### Cells coloured by class

Scale bar: 100 µm.
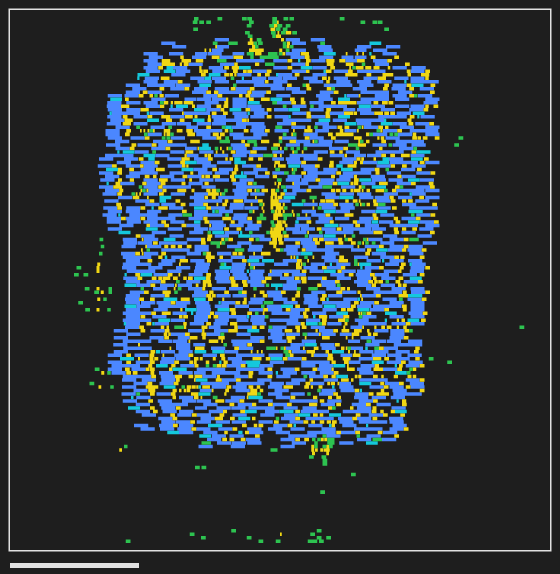
### Cell sizes after repair

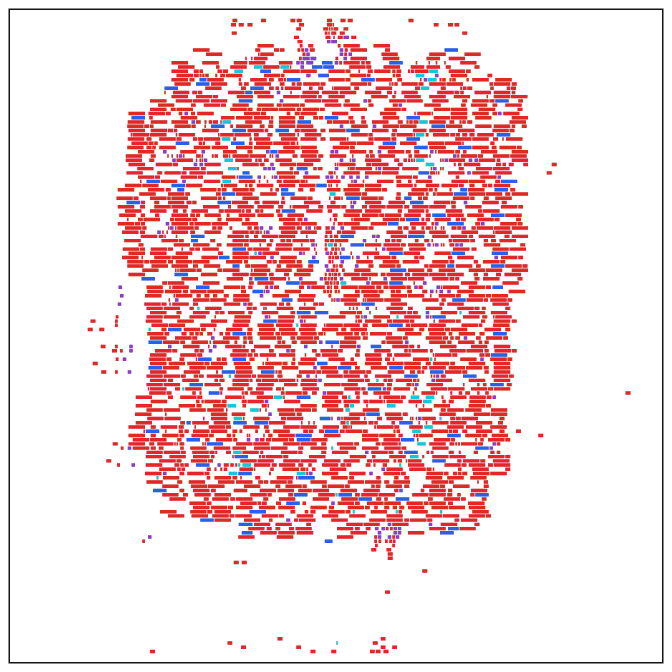
### M1 wires

Supply wires on this layer in grey. Cells faint in the background.
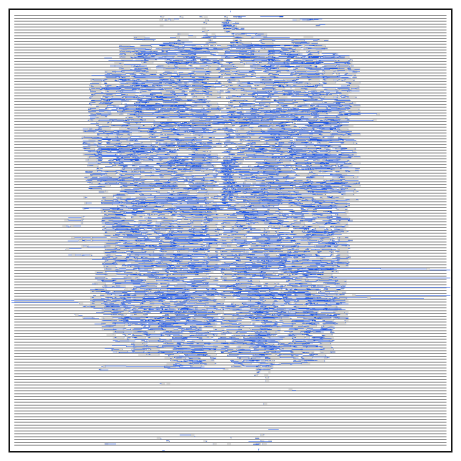
Design dp_mem_init_flat, sky130hd; sources not shown.
==> results.cfg <==
; physical design summary
[logic_synthesis]
netlist_area_um2 = 42200
yosys_warnings = 0
ys_ff = 1063
synthesis.nets = 2444
synthesized_area_per_cell_um2 = 17.6
ys_cells = 2392

[critical_path]
crit_path_max_fanout = 12
cp-start-kind = primary input
data_arrival_time_of_the_worst_path_ps = 3920

[run]
tool_warnings = 27

[drt]
drt_pre_antenna_iters = 7
wl_per_cell_um = 21.5
routed_via_density = 4.51
drtIter0Drc = 1876
drcViolationCount = 0

[placed_design]
dp_cells = 4729
gp_congestion = 0.803

[power]
cellPowerDensity_nw_per_um2 = 440

[clock_network]
post_cts_repair_timing_setup_buffer_count = 0
clock_tree.buffer_depth = 3
quantity_of_hold_fixing_buffers_added_after_cts = 0
clock.latency.late_pin_ps = 650
clk_root_buffer_cell = sky130_fd_sc_hd__clkbuf_16

[worst_hold_path]
min_path_cells = 2

[floorplanning]
fp-utilization_pct = 25.2
dieHeight_um = 419
pin_count = 84
dieWidth_um = 419

[timing]
layout_worst_path_cycle_share_pct = 85.8
min_period_ps = 3650

[layout]
post_route_cells_drive_above_1_share_pct = 14.6
final-comb-area_um2 = 9620

[outcome]
run_status = completed

[global_route]
maximum_number_of_pins_on_one_net_before_global_route_repair = 66
About 'Cells coloured by class':
- remaining logic cells: yellow (cells 1178; share of their area 20%)
- clock drivers and dummy loads: cyan (cells 187; share of their area 7.1%)
- sequential cells: blue (cells 1063; share of their area 67%)
- remaining buffers and delay cells: green (cells 284; share of their area 5.5%)
finished layout cell area: 50100 µm²
number of placement rows: 150
core box area: 167000 µm²

About 'Cell sizes after repair':
- x3 and x4: purple (cells 189; most used buf_4)
- x2: cyan (cells 59; most used o41ai_2)
- x1 and smaller: red (cells 2315; most used edfxtp_1)
- x6 and larger: blue (cells 149; most used clkbuf_16)
Area growth, synth to finish: 18.7%
Plain + repair buffers: 284

About 'M1 wires':
- nets with wire on the layer: 2581
- longest straight run: 114 µm
- share of all routed wire: 41%
- wire length on this layer: 43.5 mm
GR Layer Usage met1: 14.7%
via count: 22200
wirelength, routed: 106 mm

-- per-layer routing --
metal	vias to the layer above	wire (µm)	GRT usage (%)	share of wire (%)
li1	10100	-	-	-
met5	-	27	0	0.025
met3	169	4950	1.61	4.7
met2	636	54500	20.9	51
met1	11300	43500	14.7	41
met4	4	3170	4.01	3.0
-- where the power goes --
group	total (mW)	internal [mW]	switching (mW)
combinational	1.41	0.519	0.895
sequential	11.6	11.6	0.0562
clock	9.02	5.31	3.71
-- synthesized netlist by cell type (10+ instances only) --
cell	number	share of area (%)
sky130_fd_sc_hd__edfxtp_1	1024	73
sky130_fd_sc_hd__mux2i_1	513	12
sky130_fd_sc_hd__nor2_1	134	1.2
sky130_fd_sc_hd__a22oi_1	128	2.3
sky130_fd_sc_hd__clkbuf_1	78	0.69
sky130_fd_sc_hd__a21oi_1	65	0.77
sky130_fd_sc_hd__a221oi_1	64	1.3
sky130_fd_sc_hd__a22o_1	64	1.3
sky130_fd_sc_hd__nand2_1	54	0.48
sky130_fd_sc_hd__dfrtp_1	39	2.3
sky130_fd_sc_hd__and2_1	33	0.49
sky130_fd_sc_hd__o22ai_1	32	0.47
sky130_fd_sc_hd__o41ai_2	32	1.2
sky130_fd_sc_hd__buf_4	27	0.48
sky130_fd_sc_hd__clkbuf_4	11	0.20
sky130_fd_sc_hd__buf_6	10	0.27
-- cell families after synthesis --
family / share of synthesized area (%)
mux: 12.3
flops: 75.2
compound gates: 7.67
simple gates: 2.63
xor+xnor: 0.0623
buf+inv: 2.11
fa+ha+maj: 0.0593
-- per-stage QoR --
stage	setup slack (ps)	hold WS, ps
global placement	-76.2	463
detailed placement	-93.6	475
global route	450	519
CTS	616	489
floorplan	1350	493
finish	605	488
-- critical path: stages --
cell	delay, ps
sky130_fd_sc_hd__clkdlybuf4s50_1	540
sky130_fd_sc_hd__nand2_1	110
sky130_fd_sc_hd__nor2_4	330
sky130_fd_sc_hd__buf_4	250
sky130_fd_sc_hd__mux2i_1	480
sky130_fd_sc_hd__nand2_1	460
sky130_fd_sc_hd__nor2_1	670
-- cell type report --
class,count,share of cell area (%)
flip-flops and latches,1063,63.3
multi-input cells,1175,19.2
clock buffers,140,5.73
well taps,2204,5.51
repair buffers,284,5.21
clock inverters,47,0.959
diodes,8,0.0400
inverters,3,0.0225
Power is estimated from default activity; no workload was simulated.
